File: config.mk
export PLATFORM = sky130hd
export DESIGN_NAME = idex_alu_decode
export DESIGN_NICKNAME = d
export VERILOG_FILES = /design/src/rtl/idex_alu_decode.sv
export SDC_FILE = /design/constraint.sdc
export NUM_CORES = 1
export LEC_CHECK = 0
export CAP_MARGIN = 20
export CORE_MARGIN = 1
export CORE_UTILIZATION = 25
export CTS_CLUSTER_DIAMETER = 200
export DETAILED_ROUTE_END_ITERATION = 6
export DONT_BUFFER_PORTS = 1
export PLACE_DENSITY = 0.35
export SLEW_MARGIN = 5
export SYNTH_ARGS = -nofsm -noshare
export SYNTH_HDL_FRONTEND = slang
export SYNTH_SLANG_ARGS = --single-unit
File: constraint.sdc
create_clock -name clk -period 1.65 [get_ports clk]
set_input_delay 0.33 -clock clk [delete_from_list [all_inputs] [get_ports clk]]
set_output_delay 0.33 -clock clk [all_outputs]
set_load 0.1 [all_outputs]
File: src/rtl/idex_alu_decode.sv
// ID/EX pipeline stage for RV32I: decodes the ID instruction into an ALU operation,
// selects and extends both ALU operands, and registers the result with a valid bit.
module idex_alu_decode #(
  parameter int XLEN = 32
) (
  input  logic            clk,
  input  logic            rst_n,
  input  logic            id_valid,
  input  logic [31:0]     id_instr,
  input  logic [XLEN-1:0] id_pc,
  input  logic [XLEN-1:0] id_rs1_data,
  input  logic [XLEN-1:0] id_rs2_data,
  input  logic            ex_stall,
  input  logic            ex_flush,
  output logic            id_ready,
  output logic            ex_valid,
  output logic [3:0]      ex_alu_operation,
  output logic [XLEN-1:0] ex_input_data1,
  output logic [XLEN-1:0] ex_input_data2,
  output logic [XLEN-1:0] ex_rs2_data,
  output logic [4:0]      ex_rd,
  output logic [2:0]      ex_funct3,
  output logic            ex_reg_write,
  output logic            ex_mem_read,
  output logic            ex_mem_write,
  output logic            ex_branch,
  output logic            ex_jump,
  output logic            ex_illegal
);

  localparam logic [6:0] OPC_OP     = 7'b0110011;
  localparam logic [6:0] OPC_OP_IMM = 7'b0010011;
  localparam logic [6:0] OPC_LOAD   = 7'b0000011;
  localparam logic [6:0] OPC_STORE  = 7'b0100011;
  localparam logic [6:0] OPC_BRANCH = 7'b1100011;
  localparam logic [6:0] OPC_LUI    = 7'b0110111;
  localparam logic [6:0] OPC_AUIPC  = 7'b0010111;
  localparam logic [6:0] OPC_JAL    = 7'b1101111;
  localparam logic [6:0] OPC_JALR   = 7'b1100111;

  localparam logic [6:0] F7_BASE = 7'b0000000;
  localparam logic [6:0] F7_ALT  = 7'b0100000;

  localparam logic [3:0] ALU_AND  = 4'b0000;
  localparam logic [3:0] ALU_OR   = 4'b0001;
  localparam logic [3:0] ALU_ADD  = 4'b0010;
  localparam logic [3:0] ALU_XOR  = 4'b0011;
  localparam logic [3:0] ALU_SUB  = 4'b0110;
  localparam logic [3:0] ALU_SLL  = 4'b1001;
  localparam logic [3:0] ALU_SLT  = 4'b1010;
  localparam logic [3:0] ALU_SLTU = 4'b1011;
  localparam logic [3:0] ALU_SRL  = 4'b1100;
  localparam logic [3:0] ALU_SRA  = 4'b1101;

  // Instruction fields
  logic [6:0] opcode;
  logic [2:0] funct3;
  logic [6:0] funct7;
  logic [4:0] rd;
  logic [4:0] shamt;

  assign opcode = id_instr[6:0];
  assign rd     = id_instr[11:7];
  assign funct3 = id_instr[14:12];
  assign funct7 = id_instr[31:25];
  assign shamt  = id_instr[24:20];

  // Immediates: low bits are taken directly, high bits replicate the sign bit.
  logic [XLEN-1:0] imm_i;
  logic [XLEN-1:0] imm_s;
  logic [XLEN-1:0] imm_u;
  logic [XLEN-1:0] imm_shamt;

  assign imm_i[11:0]     = id_instr[31:20];
  assign imm_s[11:0]     = {id_instr[31:25], id_instr[11:7]};
  assign imm_u           = {id_instr[31:12], 12'b0};
  assign imm_shamt       = {{(XLEN-5){1'b0}}, shamt};

  genvar gi;
  generate
    for (gi = 12; gi < XLEN; gi++) begin : g_sext
      assign imm_i[gi] = id_instr[31];
      assign imm_s[gi] = id_instr[31];
    end
  endgenerate

  function automatic logic [3:0] alu_from_funct3(input logic [2:0] f3);
    logic [3:0] op;
    case (f3)
      3'b000:  op = ALU_ADD;
      3'b001:  op = ALU_SLL;
      3'b010:  op = ALU_SLT;
      3'b011:  op = ALU_SLTU;
      3'b100:  op = ALU_XOR;
      3'b101:  op = ALU_SRL;
      3'b110:  op = ALU_OR;
      default: op = ALU_AND;
    endcase
    return op;
  endfunction

  // Decoded values for the instruction currently in ID
  logic [3:0]      alu_op_next;
  logic [XLEN-1:0] data1_next;
  logic [XLEN-1:0] data2_next;
  logic            reg_write_next;
  logic            mem_read_next;
  logic            mem_write_next;
  logic            branch_next;
  logic            jump_next;
  logic            illegal_next;

  always_comb begin
    alu_op_next    = ALU_AND;
    data1_next     = '0;
    data2_next     = '0;
    reg_write_next = 1'b0;
    mem_read_next  = 1'b0;
    mem_write_next = 1'b0;
    branch_next    = 1'b0;
    jump_next      = 1'b0;
    illegal_next   = 1'b0;

    case (opcode)
      OPC_OP: begin
        data1_next     = id_rs1_data;
        data2_next     = id_rs2_data;
        reg_write_next = 1'b1;
        if (funct7 == F7_BASE) begin
          alu_op_next = alu_from_funct3(funct3);
        end else if (funct7 == F7_ALT && funct3 == 3'b000) begin
          alu_op_next = ALU_SUB;
        end else if (funct7 == F7_ALT && funct3 == 3'b101) begin
          alu_op_next = ALU_SRA;
        end else begin
          illegal_next = 1'b1;
        end
      end
      OPC_OP_IMM: begin
        data1_next     = id_rs1_data;
        data2_next     = imm_i;
        reg_write_next = 1'b1;
        alu_op_next    = alu_from_funct3(funct3);
        // Shift-immediates carry funct7 in imm[11:5]; the operand is just shamt.
        if (funct3 == 3'b001) begin
          data2_next = imm_shamt;
          if (funct7 != F7_BASE) begin
            illegal_next = 1'b1;
          end
        end else if (funct3 == 3'b101) begin
          data2_next = imm_shamt;
          if (funct7 == F7_ALT) begin
            alu_op_next = ALU_SRA;
          end else if (funct7 != F7_BASE) begin
            illegal_next = 1'b1;
          end
        end
      end
      OPC_LOAD: begin
        alu_op_next    = ALU_ADD;
        data1_next     = id_rs1_data;
        data2_next     = imm_i;
        mem_read_next  = 1'b1;
        reg_write_next = 1'b1;
      end
      OPC_STORE: begin
        alu_op_next    = ALU_ADD;
        data1_next     = id_rs1_data;
        data2_next     = imm_s;
        mem_write_next = 1'b1;
      end
      OPC_BRANCH: begin
        data1_next  = id_rs1_data;
        data2_next  = id_rs2_data;
        branch_next = 1'b1;
        case (funct3)
          3'b000, 3'b001: alu_op_next = ALU_SUB;
          3'b100, 3'b101: alu_op_next = ALU_SLT;
          3'b110, 3'b111: alu_op_next = ALU_SLTU;
          default:        illegal_next = 1'b1;
        endcase
      end
      OPC_LUI: begin
        alu_op_next    = ALU_ADD;
        data2_next     = imm_u;
        reg_write_next = 1'b1;
      end
      OPC_AUIPC: begin
        alu_op_next    = ALU_ADD;
        data1_next     = id_pc;
        data2_next     = imm_u;
        reg_write_next = 1'b1;
      end
      OPC_JAL, OPC_JALR: begin
        // The ALU forms the link address; the jump target is computed elsewhere.
        alu_op_next    = ALU_ADD;
        data1_next     = id_pc;
        data2_next     = XLEN'(4);
        jump_next      = 1'b1;
        reg_write_next = 1'b1;
        if (opcode == OPC_JALR && funct3 != 3'b000) begin
          illegal_next = 1'b1;
        end
      end
      default: begin
        illegal_next = 1'b1;
      end
    endcase

    if (illegal_next) begin
      alu_op_next    = ALU_AND;
      data1_next     = '0;
      data2_next     = '0;
      reg_write_next = 1'b0;
      mem_read_next  = 1'b0;
      mem_write_next = 1'b0;
      branch_next    = 1'b0;
      jump_next      = 1'b0;
    end

    if (rd == 5'd0) begin
      reg_write_next = 1'b0;
    end
  end

  assign id_ready = !ex_stall;

  // EX register: flush kills control bits, stall holds everything, else load.
  always_ff @(posedge clk or negedge rst_n) begin
    if (!rst_n) begin
      ex_valid         <= 1'b0;
      ex_alu_operation <= '0;
      ex_input_data1   <= '0;
      ex_input_data2   <= '0;
      ex_rs2_data      <= '0;
      ex_rd            <= '0;
      ex_funct3        <= '0;
      ex_reg_write     <= 1'b0;
      ex_mem_read      <= 1'b0;
      ex_mem_write     <= 1'b0;
      ex_branch        <= 1'b0;
      ex_jump          <= 1'b0;
      ex_illegal       <= 1'b0;
    end else if (ex_flush) begin
      ex_valid     <= 1'b0;
      ex_reg_write <= 1'b0;
      ex_mem_read  <= 1'b0;
      ex_mem_write <= 1'b0;
      ex_branch    <= 1'b0;
      ex_jump      <= 1'b0;
      ex_illegal   <= 1'b0;
    end else if (!ex_stall) begin
      ex_valid         <= id_valid;
      ex_alu_operation <= alu_op_next;
      ex_input_data1   <= data1_next;
      ex_input_data2   <= data2_next;
      ex_rs2_data      <= id_rs2_data;
      ex_rd            <= rd;
      ex_funct3        <= funct3;
      ex_reg_write     <= reg_write_next & id_valid;
      ex_mem_read      <= mem_read_next  & id_valid;
      ex_mem_write     <= mem_write_next & id_valid;
      ex_branch        <= branch_next    & id_valid;
      ex_jump          <= jump_next      & id_valid;
      ex_illegal       <= illegal_next   & id_valid;
    end
  end

endmodule

**The clock network**

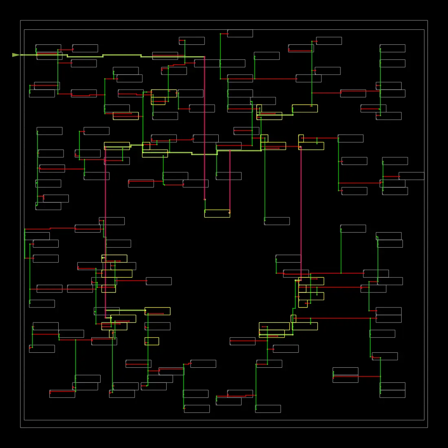
worst-skew pair later-pin latency: 410 ps
clock-net power: 3.61 mW

**Cells colored by class**

(2 px per um)
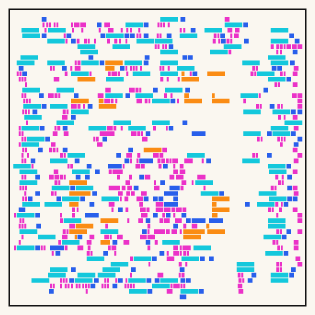
| class | color | cells | share of their area |
|---|---|---|---|
| clock drivers and dummy loads | orange | 30 | 8.3% |
| remaining buffers and delay cells | blue | 152 | 18% |
| remaining logic cells | magenta | 420 | 32% |
| sequential cells | cyan | 115 | 41% |
final core occ: 35.8%
row count: 52
flop share of the area: 39.3%
Final Cell Area: 7330 sq um

==> impl_metrics.env <==
# source this file to load flow results
export IMPL_fp_util_pct=25.8
export IMPL_clock_sinks=115
export IMPL_synth_cell_types=52
export IMPL_grt_start_max_net_pins=116
export IMPL_htreeDepth=4
export IMPL_yosys_area_share_xor_xnor_pct=0.165
export IMPL_syn_inst=582
export IMPL_leakage_nw=3.33
export IMPL_cp_required_ps=1960
export IMPL_edf_count=0
export IMPL_pre_cts_ws_ps=-638
export IMPL_dp_cells=954
export IMPL_wl_met3_mm=1.67
export IMPL_ys_flops=115
export IMPL_seq_cell_power_mw=3.00
export IMPL_met2_usage_pct=27.5
export IMPL_ys_seq_share_pct=54.4
export IMPL_seqPwrFrac_pct=36.3
export IMPL_cp_depth=6
export IMPL_synth_main_ff_cell="dfrtp_1"
export IMPL_top_regs="ex_input_data1 (32), ex_input_data2 (32), ex_rs2_data (32)"
export IMPL_synth_most_common_cell="nand2_1"
export IMPL_n_clock_buffer=21
export IMPL_power_leader="the clock network"
export IMPL_mi_logic_area_sq_um=2260
export IMPL_synth_nets=715
export IMPL_nWellTaps=270
export IMPL_status="finished with violations"
export IMPL_whs_ps=-387
export IMPL_use_met1_pct=22.3
export IMPL_slew_violations=0
export IMPL_postCtsSetupBuffers=0
export IMPL_logic_family="AND-OR/OR-AND gates"
export IMPL_adder_share_pct=0
export IMPL_layout_top_cells="198 x nand2_1, 140 x buf_4, 115 x dfrtp_1"
export IMPL_lay_top_count="nand2_1"
export IMPL_critPathCaptureType="register"
export IMPL_async_flop_share_pct=100
export IMPL_tns_ps=0
export IMPL_grt_usage_pct=17.5
export IMPL_first_pass_iters=4
export IMPL_final_layout_size_suffix_gt1_share_pct=27.2
export IMPL_yosysTopAreaCell="dfrtp_1"
export IMPL_min_period_ps=1600
export IMPL_slew_headroom_pct=66.3
export IMPL_antenna_found_initial=0
export IMPL_path_max_fanout=21
export IMPL_routabilityCongestion=0.770
export IMPL_p_switching_mw=2.66
export IMPL_r2r_start="ex_alu_operation[1]"
export IMPL_wl_per_cell_um=19.0
export IMPL_overflow=0
export IMPL_clkPwrFrac_pct=43.7
export IMPL_p_total_mw=8.26
export IMPL_openroad_warnings=32
export IMPL_num_vias=4780
export IMPL_finalSetupViolCount=0
export IMPL_worstHoldPathType="in2async"
export IMPL_worstPathCellList="nor4_4 > o211ai_1 > a41o_1 > or4_4 > buf_8 > o31ai_1"
export IMPL_met3_usage_pct=6.27
export IMPL_max_stage_delay_ps=480
export IMPL_path_clk_slew_ps=50
export IMPL_post_cts_resized=6
export IMPL_wl_mm=18.8
export IMPL_worstPathArrival_ps=1910
export IMPL_io_pins=249
export IMPL_simple_gate_share_pct=19.5
export IMPL_pg_comb_mw=1.66
export IMPL_postSynthAreaPerCell_sq_um=9.09
export IMPL_area_growth_syn_to_layout_pct=38.5
export IMPL_dr_max_layer_used="met4"
export IMPL_antennaDiodeCount=0
export IMPL_min_period_over_period_pct=96.7
export IMPL_mux_area_share_pct=0.402
export IMPL_fin_nets=839
export IMPL_hold_violations=115
export IMPL_comb_area_share_pct=30.9
export IMPL_internal_power_mw=5.60
export IMPL_multi_input_comb_cells=418
export IMPL_chipArea_sq_um=21800
export IMPL_r2r_end="ex_alu_operation[1]"
export IMPL_clock_path_buffers=2
export IMPL_grt_busiest_layer="met2"
export IMPL_cts_tree="built"
export IMPL_cap_violations=0
export IMPL_drc_errors=0
export IMPL_rsz0062_at_grt="true"
export IMPL_setup_ws_ps=54.4
export IMPL_clkCellAreaFrac_pct=7.87
export IMPL_root_buffer="clkbuf_16"
export IMPL_grt_pass1_vias=4765
export IMPL_n_all_buffers=152
export IMPL_wl_met2_mm=8.72
export IMPL_n_fill_cell=2116
export IMPL_netlist_area_sq_um=5290
export IMPL_largest_class="sequential cells"
export IMPL_endpoint="ex_alu_operation[2]"
export IMPL_swShare_pct=32.2
export IMPL_critPathBufInv=1
export IMPL_tightestPinTransition_ps=505
export IMPL_inv_count=2
export IMPL_timing_reg2reg_setup_slack_ps=630
export IMPL_ff_count=115
export IMPL_startpoint="id_instr[25]"
export IMPL_ant_nets=0
export IMPL_yosysChipArea_sq_um=5290
export IMPL_violations="negative hold slack"
export IMPL_fmax_mhz=627
export IMPL_flop_area_sq_um=2880
export IMPL_layout_nonclk_buf_share_pct=17.3
export IMPL_cts_buffers=17
export IMPL_power_density_nw_per_um2=1130
export IMPL_first_iter_violations=193
export IMPL_crit_type="in2reg"
export IMPL_vias_per_cell=4.84
export IMPL_ir_drop_uv=660
export IMPL_slowest_stage="or4_4"
export IMPL_clock_skew_ps=0
export IMPL_ys_sh_aoi_pct=21.5
export IMPL_hold_buffers=2
export IMPL_start_kind="primary input"
export IMPL_path_delay_family="simple AND/OR/NAND/NOR gates"
export IMPL_core_area_sq_um=20500
export IMPL_synth_top_area_share_pct=54.4
export IMPL_common_cells="198 x nand2_1, 115 x dfrtp_1, 52 x o21ai_0"
export IMPL_instances_no_fill=987
export IMPL_yosys_warnings=0
export IMPL_top_cells_by_area="dfrtp_1 54%, nand2_1 14%, a22oi_1 5.7%"
export IMPL_yosys_cells=582
export IMPL_power_frac_comb_pct=20.1
export IMPL_met1_length_mm=8.21
export IMPL_hpwlAfterDp_mm=13.6
export IMPL_placed_area_sq_um=6680
**Pin placement**

(2 px per um) Pins as bars across the die edge, other pins in gray.
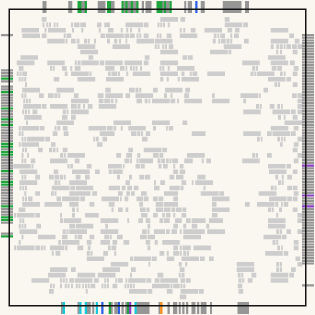
| port | color | pins | direction | edge |
|---|---|---|---|---|
| `id_rs2_data` | green | 32 | input | 16 left, 14 top, 2 bottom |
| `ex_reg_write` | orange | 1 | output | bottom |
| `ex_rd` | cyan | 5 | output | bottom |
| `ex_funct3` | blue | 3 | output | 2 bottom, 1 top |
| `ex_alu_operation` | purple | 4 | output | 3 right, 1 bottom |
all pins by edge: 86 right, 59 left, 56 top, 48 bottom
IO Port Bufs: 0
DIE HEIGHT: 148 um
Die X: 148 um

No activity file was given, so power comes from the tool's default toggle rates.
